File: src/rtl/mc_sync_queue.sv
// ---------------------------------------------------------------------------
// mc_sync_queue
//
// Single-clock multi-channel FIFO. C independent logical queues of N entries
// of W bits share one storage array, one push port and one pop port. Each
// channel keeps its own read/write pointers and occupancy counter, and all
// status flags are registered from the next-state values. As a result, every
// flag reflects the state after the current edge, and no input reaches an
// output combinationally.
//
// Ports
//   clk            clock, all logic on posedge
//   rst            synchronous active-low reset
//   push           write request
//   push_chan      target channel of push
//   push_data      write data
//   pop            read request
//   pop_chan       source channel of pop
//   pop_data       read data (holds last value when pop_data_vld_r = 0)
//   pop_data_vld_r read data valid, one cycle after an accepted pop
//   pop_chan_r     channel that produced pop_data
//   flush          per-channel flush request (multi-hot allowed)
//   clear_err      clears all sticky error bits
//   empty_r        per-channel empty
//   full_r         per-channel full
//   almost_full_r  per-channel occupancy >= AF_THRESH
//   occ_r          per-channel occupancy, channel k at [k*L +: L]
//   ovf_err_r      sticky: push attempted to a full channel
//   unf_err_r      sticky: pop attempted from an empty channel
// ---------------------------------------------------------------------------
module mc_sync_queue #(
    parameter int W         = 32,
    parameter int N         = 16,
    parameter int C         = 4,
    parameter int AF_THRESH = 12
) (
    input  logic                             clk,
    input  logic                             rst,
    input  logic                             push,
    input  logic [$clog2(C)-1:0]             push_chan,
    input  logic [W-1:0]                     push_data,
    input  logic                             pop,
    input  logic [$clog2(C)-1:0]             pop_chan,
    output logic [W-1:0]                     pop_data,
    output logic                             pop_data_vld_r,
    output logic [$clog2(C)-1:0]             pop_chan_r,
    input  logic [C-1:0]                     flush,
    input  logic                             clear_err,
    output logic [C-1:0]                     empty_r,
    output logic [C-1:0]                     full_r,
    output logic [C-1:0]                     almost_full_r,
    output logic [C*($clog2(N)+1)-1:0]       occ_r,
    output logic [C-1:0]                     ovf_err_r,
    output logic [C-1:0]                     unf_err_r
);

    localparam int AW = $clog2(N);   // address bits inside one channel
    localparam int L  = AW + 1;      // pointer / occupancy width (MSB = wrap)
    localparam int CW = $clog2(C);   // channel index width

    // Shared storage: channel k occupies words [k*N .. k*N+N-1].
    logic [W-1:0]             mem [C*N];

    // Low pointer bits of every channel, gathered so the shared ports can
    // select the active channel's slot.
    logic [C-1:0][AW-1:0]     waddr_all;
    logic [C-1:0][AW-1:0]     raddr_all;

    // Per-channel acceptance, OR-reduced to drive the shared storage ports.
    logic [C-1:0]             push_ok_vec;
    logic [C-1:0]             pop_ok_vec;
    logic                     push_acc;
    logic                     pop_acc;

    logic [CW+AW-1:0]         wr_addr;
    logic [CW+AW-1:0]         rd_addr;

    logic [W-1:0]             pop_data_reg;
    logic                     pop_vld_reg;
    logic [CW-1:0]            pop_chan_reg;

    assign push_acc = |push_ok_vec;
    assign pop_acc  = |pop_ok_vec;
    assign wr_addr  = {push_chan, waddr_all[push_chan]};
    assign rd_addr  = {pop_chan,  raddr_all[pop_chan]};

    // -----------------------------------------------------------------------
    // Per-channel control: pointers, occupancy, status flags, sticky errors.
    // -----------------------------------------------------------------------
    genvar gi;
    for (gi = 0; gi < C; gi++) begin : g_chan
        logic [L-1:0] wptr_reg, wptr_next;
        logic [L-1:0] rptr_reg, rptr_next;
        logic [L-1:0] occ_reg,  occ_next;
        logic         empty_reg, empty_next;
        logic         full_reg,  full_next;
        logic         af_reg,    af_next;
        logic         ovf_reg,   ovf_next;
        logic         unf_reg,   unf_next;
        logic         push_hit, pop_hit;
        logic         push_ok,  pop_ok;
        logic         ovf_set,  unf_set;

        assign push_hit = push && (push_chan == CW'(gi));
        assign pop_hit  = pop  && (pop_chan  == CW'(gi));

        // Requests are judged against the registered flags of this cycle,
        // so a same-cycle push+pop at full drops the push, and at empty
        // underflows the pop (no bypass). Flush swallows both without error.
        assign push_ok = push_hit && !full_reg  && !flush[gi];
        assign pop_ok  = pop_hit  && !empty_reg && !flush[gi];
        assign ovf_set = push_hit &&  full_reg  && !flush[gi];
        assign unf_set = pop_hit  &&  empty_reg && !flush[gi];

        assign push_ok_vec[gi] = push_ok;
        assign pop_ok_vec[gi]  = pop_ok;
        assign waddr_all[gi]   = wptr_reg[AW-1:0];
        assign raddr_all[gi]   = rptr_reg[AW-1:0];

        always_comb begin
            wptr_next = wptr_reg;
            rptr_next = rptr_reg;
            occ_next  = occ_reg;
            if (flush[gi]) begin
                wptr_next = '0;
                rptr_next = '0;
                occ_next  = '0;
            end else begin
                if (push_ok) begin
                    wptr_next = wptr_reg + L'(1);
                end
                if (pop_ok) begin
                    rptr_next = rptr_reg + L'(1);
                end
                case ({push_ok, pop_ok})
                    2'b10:   occ_next = occ_reg + L'(1);
                    2'b01:   occ_next = occ_reg - L'(1);
                    default: occ_next = occ_reg;
                endcase
            end
        end

        // Flags are derived from next-state pointers so they line up with
        // the pointer registers after the edge.
        assign empty_next = (wptr_next == rptr_next);
        assign full_next  = (wptr_next[AW] != rptr_next[AW]) &&
                            (wptr_next[AW-1:0] == rptr_next[AW-1:0]);
        assign af_next    = (occ_next >= L'(AF_THRESH));

        // clear_err wins over a same-cycle set.
        assign ovf_next = clear_err ? 1'b0 : (ovf_reg | ovf_set);
        assign unf_next = clear_err ? 1'b0 : (unf_reg | unf_set);

        always_ff @(posedge clk) begin
            if (!rst) begin
                wptr_reg  <= '0;
                rptr_reg  <= '0;
                occ_reg   <= '0;
                empty_reg <= 1'b1;
                full_reg  <= 1'b0;
                af_reg    <= 1'b0;
                ovf_reg   <= 1'b0;
                unf_reg   <= 1'b0;
            end else begin
                wptr_reg  <= wptr_next;
                rptr_reg  <= rptr_next;
                occ_reg   <= occ_next;
                empty_reg <= empty_next;
                full_reg  <= full_next;
                af_reg    <= af_next;
                ovf_reg   <= ovf_next;
                unf_reg   <= unf_next;
            end
        end

        assign empty_r[gi]        = empty_reg;
        assign full_r[gi]         = full_reg;
        assign almost_full_r[gi]  = af_reg;
        assign ovf_err_r[gi]      = ovf_reg;
        assign unf_err_r[gi]      = unf_reg;
        assign occ_r[gi*L +: L]   = occ_reg;
    end

    // -----------------------------------------------------------------------
    // Shared storage. Contents are deliberately not reset.
    // -----------------------------------------------------------------------
    always_ff @(posedge clk) begin
        if (push_acc) begin
            mem[wr_addr] <= push_data;
        end
    end

    // Registered read port. Same-channel push/pop never target the same
    // word in one cycle (at empty the pop is rejected, at full the push is),
    // so no read-during-write handling is needed.
    always_ff @(posedge clk) begin
        if (!rst) begin
            pop_data_reg <= '0;
            pop_vld_reg  <= 1'b0;
            pop_chan_reg <= '0;
        end else begin
            pop_vld_reg <= pop_acc;
            if (pop_acc) begin
                pop_data_reg <= mem[rd_addr];
                pop_chan_reg <= pop_chan;
            end
        end
    end

    assign pop_data       = pop_data_reg;
    assign pop_data_vld_r = pop_vld_reg;
    assign pop_chan_r     = pop_chan_reg;

endmodule

File: config.mk
export PLATFORM = sky130hd
export DESIGN_NAME = mc_sync_queue
export DESIGN_NICKNAME = d
export VERILOG_FILES = /design/src/rtl/mc_sync_queue.sv
export SDC_FILE = /design/constraint.sdc
export NUM_CORES = 2
export LEC_CHECK = 0
export CELL_PAD_IN_SITES_DETAIL_PLACEMENT = 1
export CELL_PAD_IN_SITES_GLOBAL_PLACEMENT = 2
export CORE_UTILIZATION = 40
export DETAILED_ROUTE_END_ITERATION = 6
export PLACE_DENSITY_LB_ADDON = 0.15
export SLEW_MARGIN = 20
export SYNTH_ARGS = -nofsm -noshare
export SYNTH_HDL_FRONTEND = slang
export SYNTH_SLANG_ARGS = --single-unit
export TNS_END_PERCENT = 10
File: constraint.sdc
create_clock -name clk -period 3.5 [get_ports clk]
set_input_delay 0.525 -clock clk [delete_from_list [all_inputs] [get_ports clk]]
set_output_delay 0.525 -clock clk [all_outputs]
set_load 0.005 [all_outputs]
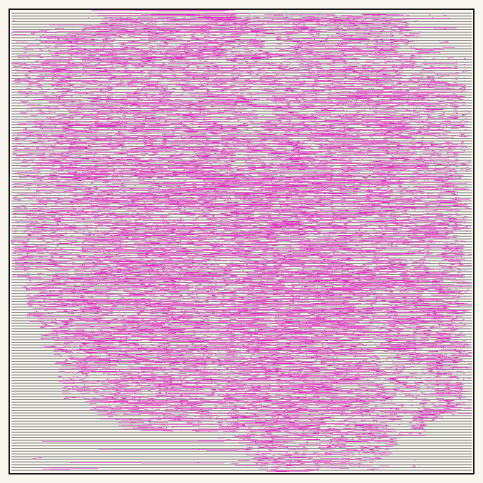
Figure 1: M1 wires.
(1 px per µm) Supply wires on this layer in gray.
main direction: horizontal
wire length on this layer: 119 mm
share of all routed wire: 44%
longest straight run: 182 µm

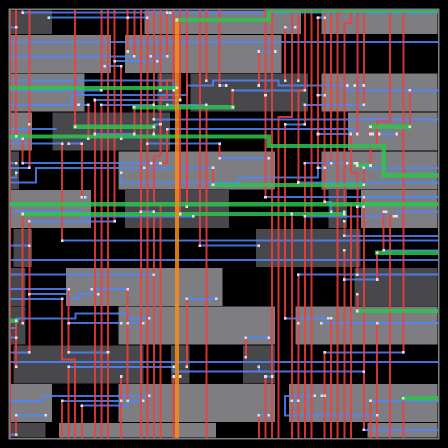
Figure 2: a small window of the routed layout.
Region (216, 309) to (246, 339) µm. Cells in gray, sequential cells in the stronger gray; small squares are vias.
| color | layer |
|---|---|
| red | metal 2 |
| orange | metal 4 |
| green | metal 3 |
| blue | metal 1 |
netlist names of flops here include: `mem` (14)
sequential cells in the window: 14
cells with their middle in the window: 26
most frequent: edfxtp_1 (14), nand2_1 (4)

==> metrics.cfg <==
[worst_setup_path]
path_max_fanout = 13
r2r-end = pop_data[25]
r2r_slack_ns = 0.02
r2r-start = g_chan[0].rptr_reg[0]

[grt]
grt_util_all_layers = 0.253

[final_timing]
period_used_share = 0.994
slew_headroom = 0.238
setup_viol = 0
worst_pin_slew_ns = 1.14
period_minus_slack_ns = 3.48

[floorplanning]
row_count = 168

[route]
first_pass_iters = 5
drtIter0Drc = 4717

[synthesis]
ys_cells = 4839
ys_area_mm2 = 0.0850
seq_area_frac_synth = 0.751
netlist_instances = 4839

[pwr]
powerDensity_mw_per_mm2 = 515
power_mw = 52.8

[outcome]
status = complete, no violations

[final_layout]
fin_area_mm2 = 0.102
fillers = 19600
fin_util = 0.487
final_nets = 5546

[placement]
post-place-ws_ns = -1.34
placed_area_mm2 = 0.0951

[flow_run]
warnings = 31

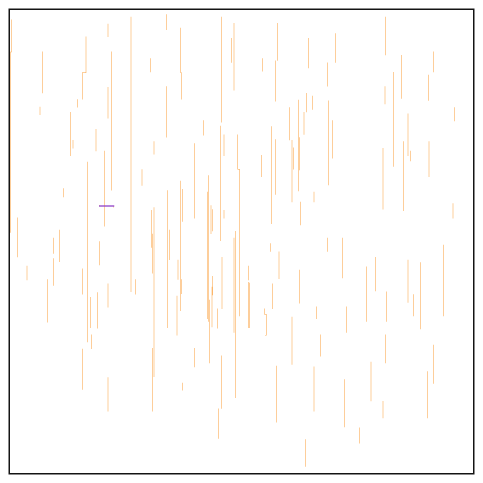
Figure 3: metal layers overlaid.
(1 px per µm) Only two layers are drawn.
| color | layer | wire length |
|---|---|---|
| purple | metal 5 | 13.8 µm |
| orange | metal 4 | 6310 µm |

-- kinds of logic (layout without fill, tap and decap cells) --
group,after synthesis,after routing,synth area share
DFF,2163,2163,0.751
muxes,940,940,0.130
AOI/OAI and AO/OA,684,684,0.0544
and+or+nand+nor,658,658,0.0356
buffers and inverters,307,1142,0.0193
xor gates and xnor gates,71,71,0.00732
adders and majority gates,16,16,0.00236
other,0,10,0
-- layout make-up --
type                       count  area, µm²  share of cell area
antenna                       10       25.0            0.000244
clock buffer                 292       6070              0.0592
clock inverter               127       1080              0.0106
inverter                       9       33.8            0.000330
multi-input combinational   2369      20200               0.197
sequential                  2163      63800               0.623
tap                         2805       3510              0.0342
timing repair buffer         714       7770              0.0758
-- worst max-delay path, stage by stage, from the launching register on --
cell	delay (ns)
dfxtp_1	0.38
mux4_4	0.70
buf_12	0.20
buf_4	0.22
buf_6	0.21
buf_12	0.17
mux4_2	0.44
nand3_1	0.10
o211ai_1	0.27
a211oi_4	0.49
a21oi_1	0.11
-- power by group through the flow --
stage	clock network, mW	registers, mW	logic [mW]
floorplan	0	28.9	0.195
detailed placement	0	28.9	1.06
global route	24.7	28.3	1.11
CTS	23.8	28.3	1.07
finish	23.4	28.3	1.05
global placement	0	28.9	1.03
-- worst max-delay path by stage --
stage	start	to	slack (ns)	cells past startpoint
floorplan	push_chan[1]	mem[8][0]	-0.19	5
global route	g_chan[0].rptr_reg[1]	pop_data[25]	-0.07	11
detailed placement	pop_chan[1]	pop_data[21]	-1.34	12
CTS	g_chan[0].rptr_reg[0]	pop_data[25]	-0.02	10
finish	g_chan[0].rptr_reg[0]	pop_data[25]	0.02	10
global placement	pop_chan[1]	pop_data[21]	-1.30	12
-- synth_stat cells, types with 6 or more instances --
cell / count / share of area
nand2_1: 190 / 0.0084
mux2_2: 7 / 0.00093
nor3_1: 10 / 0.00059
clkbuf_1: 139 / 0.0061
nand3b_1: 9 / 0.00079
inv_1: 8 / 0.00035
a221oi_1: 67 / 0.0069
buf_1: 11 / 0.00049
mux2i_1: 800 / 0.094
and2_0: 8 / 0.00059
and2_1: 7 / 0.00052
or3_1: 8 / 0.00059
a31oi_1: 20 / 0.0015
xor2_1: 40 / 0.0041
dfxtp_1: 115 / 0.027
a21oi_1: 147 / 0.0087
buf_4: 38 / 0.0034
xnor2_1: 31 / 0.0032
a22oi_1: 92 / 0.0081
buf_6: 33 / 0.0044
nand3_1: 138 / 0.0081
nand4_1: 17 / 0.0013
nand2b_1: 15 / 0.0011
o21ai_0: 80 / 0.0047
a211oi_1: 62 / 0.0055
mux4_2: 133 / 0.035
nor2b_1: 13 / 0.00096
a21o_1: 6 / 0.00053
ha_1: 16 / 0.0024
o211ai_1: 31 / 0.0027
edfxtp_1: 2048 / 0.72
buf_2: 76 / 0.0045
o2111ai_1: 31 / 0.0032
nor3b_1: 7 / 0.00062
o221ai_1: 30 / 0.0031
nor2_1: 209 / 0.0092
o22ai_1: 95 / 0.0070
-- layer usage --
metal | vias to the layer above | GRT usage | share of wire
met1 | 26100 | 0.349 | 0.44
met5 | - | 0 | 0.000048
met2 | 1333 | 0.426 | 0.49
met3 | 336 | 0.0305 | 0.048
met4 | 2 | 0.0616 | 0.023
li1 | 20700 | - | -
Power figures rest on the tool's default switching activity, not on a simulated workload.
